### src/rtl/bus_arbiter.sv
// ============================================================================
// bus_arbiter : CPU / dual-DMA memory bus arbiter with read-only CPU stalls
// Revision    : 1.0
// ============================================================================
`default_nettype none

module bus_arbiter #(
  parameter int MAX_BURST = 4
) (
  input  logic        ph1,
  input  logic        reset,
  input  logic [15:0] cpu_addr,
  input  logic [7:0]  cpu_wdata,
  input  logic        cpu_rw,
  output logic        rdy,
  input  logic        dma0_req,
  input  logic [15:0] dma0_addr,
  input  logic [7:0]  dma0_wdata,
  input  logic        dma0_rw,
  output logic        dma0_grant,
  output logic        dma0_ack,
  input  logic        dma1_req,
  input  logic [15:0] dma1_addr,
  input  logic [7:0]  dma1_wdata,
  input  logic        dma1_rw,
  output logic        dma1_grant,
  output logic        dma1_ack,
  output logic [15:0] mem_addr,
  output logic [7:0]  mem_wdata,
  output logic        mem_rw
);

  typedef enum logic [1:0] {
    ST_CPU   = 2'd0,
    ST_DRAIN = 2'd1,
    ST_DMA   = 2'd2
  } state_t;

  localparam logic [3:0] LAST_COUNT = 4'(MAX_BURST - 1);

  state_t     state_q, state_d;
  logic       owner_q, owner_d;
  logic       last_owner_q, last_owner_d;
  logic [3:0] count_q, count_d;

  logic owner_req;
  logic owner_ack;
  logic pick_owner;

  always_ff @(posedge ph1 or negedge reset) begin
    if (!reset) begin
      state_q      <= ST_CPU;
      owner_q      <= 1'b0;
      last_owner_q <= 1'b1;
      count_q      <= 4'd0;
    end else begin
      state_q      <= state_d;
      owner_q      <= owner_d;
      last_owner_q <= last_owner_d;
      count_q      <= count_d;
    end
  end

  always_comb begin
    owner_req  = owner_q ? dma1_req : dma0_req;
    owner_ack  = (state_q == ST_DMA) && owner_req;
    // A tie goes to whoever did not own the previous burst.
    pick_owner = (dma0_req && dma1_req) ? ~last_owner_q : dma1_req;

    state_d      = state_q;
    owner_d      = owner_q;
    last_owner_d = last_owner_q;
    count_d      = count_q;

    case (state_q)
      ST_CPU: begin
        if (dma0_req || dma1_req) state_d = ST_DRAIN;
      end
      ST_DRAIN: begin
        if (!(dma0_req || dma1_req)) begin
          state_d = ST_CPU;
        end else if (cpu_rw) begin
          state_d      = ST_DMA;
          owner_d      = pick_owner;
          last_owner_d = pick_owner;
          count_d      = 4'd0;
        end
      end
      ST_DMA: begin
        if (!owner_req) begin
          state_d = ST_CPU;
        end else begin
          count_d = count_q + 4'd1;
          if (count_q == LAST_COUNT) state_d = ST_CPU;
        end
      end
      default: state_d = ST_CPU;
    endcase
  end

  always_comb begin
    rdy        = (state_q == ST_CPU);
    dma0_grant = (state_q == ST_DMA) && !owner_q;
    dma1_grant = (state_q == ST_DMA) &&  owner_q;
    dma0_ack   = dma0_grant && dma0_req;
    dma1_ack   = dma1_grant && dma1_req;

    mem_addr  = cpu_addr;
    mem_wdata = cpu_wdata;
    mem_rw    = cpu_rw;
    if (state_q == ST_DMA) begin
      mem_addr  = owner_q ? dma1_addr  : dma0_addr;
      mem_wdata = owner_q ? dma1_wdata : dma0_wdata;
      // Without a transfer the bus idles as a read so memory is never written.
      mem_rw    = owner_ack ? (owner_q ? dma1_rw : dma0_rw) : 1'b1;
    end
  end

endmodule

`default_nettype wire
### config.mk
export PLATFORM = sky130hd
export DESIGN_NAME = bus_arbiter
export DESIGN_NICKNAME = d
export VERILOG_FILES = /design/src/rtl/bus_arbiter.sv
export SDC_FILE = /design/constraint.sdc
export NUM_CORES = 1
export LEC_CHECK = 0
export ABC_AREA = 0
export CORE_MARGIN = 5
export CORE_UTILIZATION = 28
export CTS_BUF_LIST = sky130_fd_sc_hd__clkbuf_4 sky130_fd_sc_hd__clkbuf_8
export CTS_CLUSTER_SIZE = 10
export DETAILED_ROUTE_END_ITERATION = 8
export PLACE_DENSITY = 0.88
export SLEW_MARGIN = 10
export SYNTH_ARGS = -nofsm -noshare
export SYNTH_HDL_FRONTEND = slang
export SYNTH_SLANG_ARGS = --single-unit
### constraint.sdc
create_clock -name ph1 -period 1.8 [get_ports ph1]
set_clock_uncertainty 0.05 [all_clocks]
set_input_delay 0.27 -clock ph1 [delete_from_list [all_inputs] [get_ports ph1]]
set_output_delay 0.27 -clock ph1 [all_outputs]
set_load 0.05 [all_outputs]
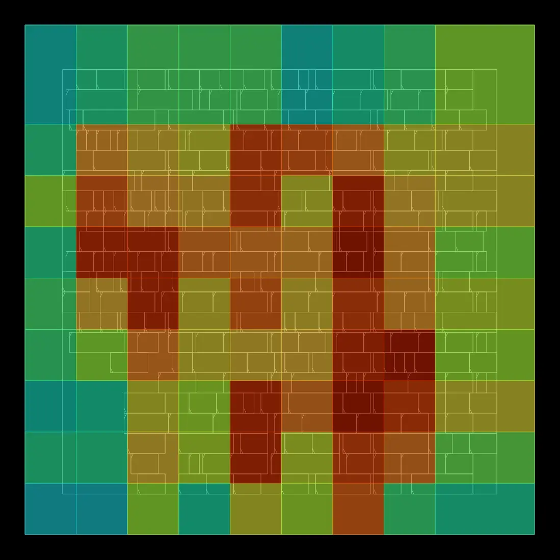
*Congestion heat map*
overall fraction of global-route tracks in use: 0.219
Final Util: 0.837

==> results.rst <==
Run summary
-----------

.. list-table::
   :header-rows: 1

   * - Metric
     - Value
   * - H-tree depth reported by CTS
     - 1
   * - Final RePlAce weighted congestion
     - 0.883
   * - Number of endpoints failing setup at the final stage
     - 8
   * - Congestion Overflow GR
     - 0
   * - Rel. slew slack
     - 0.666
   * - Final Hold Fails
     - 0
   * - Number of maximum-capacitance constraint violations
     - 0
   * - Most common reg cell
     - sky130_fd_sc_hd__dfrtp_1
   * - Async S/R FF share, synth
     - 1.00
   * - Worst-Margin Slew
     - 500 ps
   * - Width of the die
     - 68.5 µm
   * - CTS Buf Count
     - 3
   * - Number of buffers on the longest clock path
     - 2
   * - Std-Cell Core Area
     - 3340 µm²
   * - Aggregate negative setup slack
     - -99.8 ps
   * - Reg2Reg Launch Point
     - state_q[0]
   * - Clock insertion delay at the later pin of the skew report
     - 270 ps
   * - Critical path fanouts, max
     - 12
   * - Global-route wire length before repair
     - 7.60 mm
   * - Post-detailed-route via-to-cell ratio
     - 5.43
   * - Count of instantiated cells in the yosys netlist
     - 128
   * - Diodes inserted
     - 0
   * - Die height
     - 68.5 µm
   * - Outcome
     - finished with violations
   * - Number of DRC markers after the initial detailed-route iteration
     - 84
   * - Final worst slack
     - -41.1 ps
   * - Nets at Floorplan
     - 208
   * - Std-Cell Rows
     - 21
   * - Violations in the final reports
     - negative setup slack
   * - Time the worst path needs with I/O delays and setup
     - 1840 ps
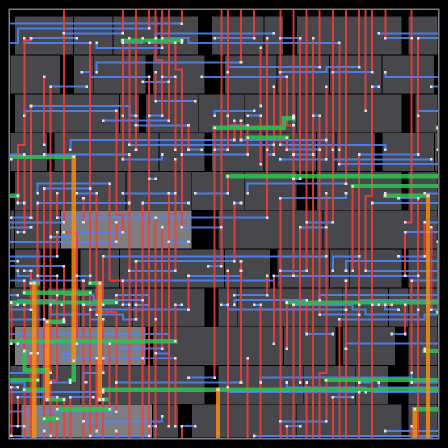
*A small window of the routed layout*
Window x 19 to 49, y 33 to 63 µm. Cells in grey, sequential cells in the stronger grey; small squares are vias.
metal 4: drawn in orange. metal 1: drawn in blue. metal 2: drawn in red. metal 3: drawn in green.
Most frequent: clkdlybuf4s50_1 (18), buf_12 (11), nand2_1 (7). Netlist names of flops here include `count_q` (3). Sequential cells in the window: 3. 71 logic cells have their middle in the window.

routing by layer:
metal  share of wire  vias to the layer above  GRT usage
met2            0.51                      114      0.408
li1                -                      692          -
met3            0.11                       28     0.0665
met5               0                        -          0
met1            0.34                      753      0.231
met4           0.042                        0     0.0769
area by class of cell:
type                       instances  area, µm²
inverter                           2       7.51
multi-input combinational        109        968
timing repair buffer             123       1520
clock buffer                       4       30.0
sequential                         8        205
fill                             170        544
tap                               46       57.6
cell usage after synthesis, drive strengths merged, types with 2 or more instances:
library cell | n | share of area
inv | 2 | 0.0078
nor2 | 6 | 0.023
o21ai | 26 | 0.14
dfrtp | 7 | 0.18
clkbuf | 3 | 0.012
o22ai | 2 | 0.013
mux2i | 27 | 0.28
nand2 | 28 | 0.11
buf | 7 | 0.048
and2 | 3 | 0.020
nand2b | 3 | 0.027
where the power goes:
part	internal, mW	leakage (nW)	switching [mW]	total (mW)
combinational	1.19	1.05	1.29	2.49
sequential	0.258	0.0985	0.0986	0.357
clock	0.100	0.0184	0.0668	0.167
cell families after synthesis:
family	after synthesis	share of synthesized area
AND-OR/OR-AND	34	0.203
adder cells (fa/ha/maj)	1	0.0130
buffers and inverters	12	0.0678
flip-flops	8	0.210
multiplexers	27	0.282
AND/OR/NAND/NOR	46	0.224
worst max-delay path: cells and delay by family (launching register included):
kind                   cells  cell delay, ps
DFF                        1             460
muxes                      1             280
buffers and inverters      2             390
AOI/OAI and AO/OA          1             120
stage by stage:
step                      utilization  cells
after global routing            0.837    292
after global placement          0.735    279
after floorplan                     -    128
after CTS                       0.757    286
after detailed placement        0.735    279
final                           0.837    292
registers in the layout, indices dropped and copies added, names as in the netlist:
signal,cells
count_q,4
state_q,2
last_owner_q,1
owner_q,1
cell usage in the layout, fill, tap and decap left out, types with 4 or more instances in the layout:
| master | instances |
|---|---|
| sky130_fd_sc_hd__o21ai_4 | 13 |
| sky130_fd_sc_hd__dfrtp_1 | 4 |
| sky130_fd_sc_hd__mux2i_1 | 15 |
| sky130_fd_sc_hd__buf_4 | 12 |
| sky130_fd_sc_hd__buf_12 | 29 |
| sky130_fd_sc_hd__mux2i_2 | 11 |
| sky130_fd_sc_hd__nand2_1 | 27 |
| sky130_fd_sc_hd__clkbuf_4 | 4 |
| sky130_fd_sc_hd__clkdlybuf4s50_1 | 78 |
| sky130_fd_sc_hd__o21ai_2 | 11 |
| sky130_fd_sc_hd__nor2_1 | 4 |
worst max-delay path by stage:
stage | start | endpoint | slack, ps | cells past startpoint
global route | owner_q | mem_wdata[6] | -110 | 4
CTS | owner_q | mem_wdata[5] | -20 | 4
floorplan | owner_q | dma0_ack | -200 | 5
detailed placement | dma1_req | count_q[2] | 60 | 5
finish | owner_q | mem_wdata[6] | -40 | 4
global placement | dma1_req | mem_rw | 120 | 5
repair_timing:
action                     4_1_cts  5_1_grt
setup buffers                    3        2
cloned                           0        4
resized                          6       36
setup endpoints to repair       20       28
pin swaps                        0        0
No activity file was given, so power comes from the tool's default toggle rates.
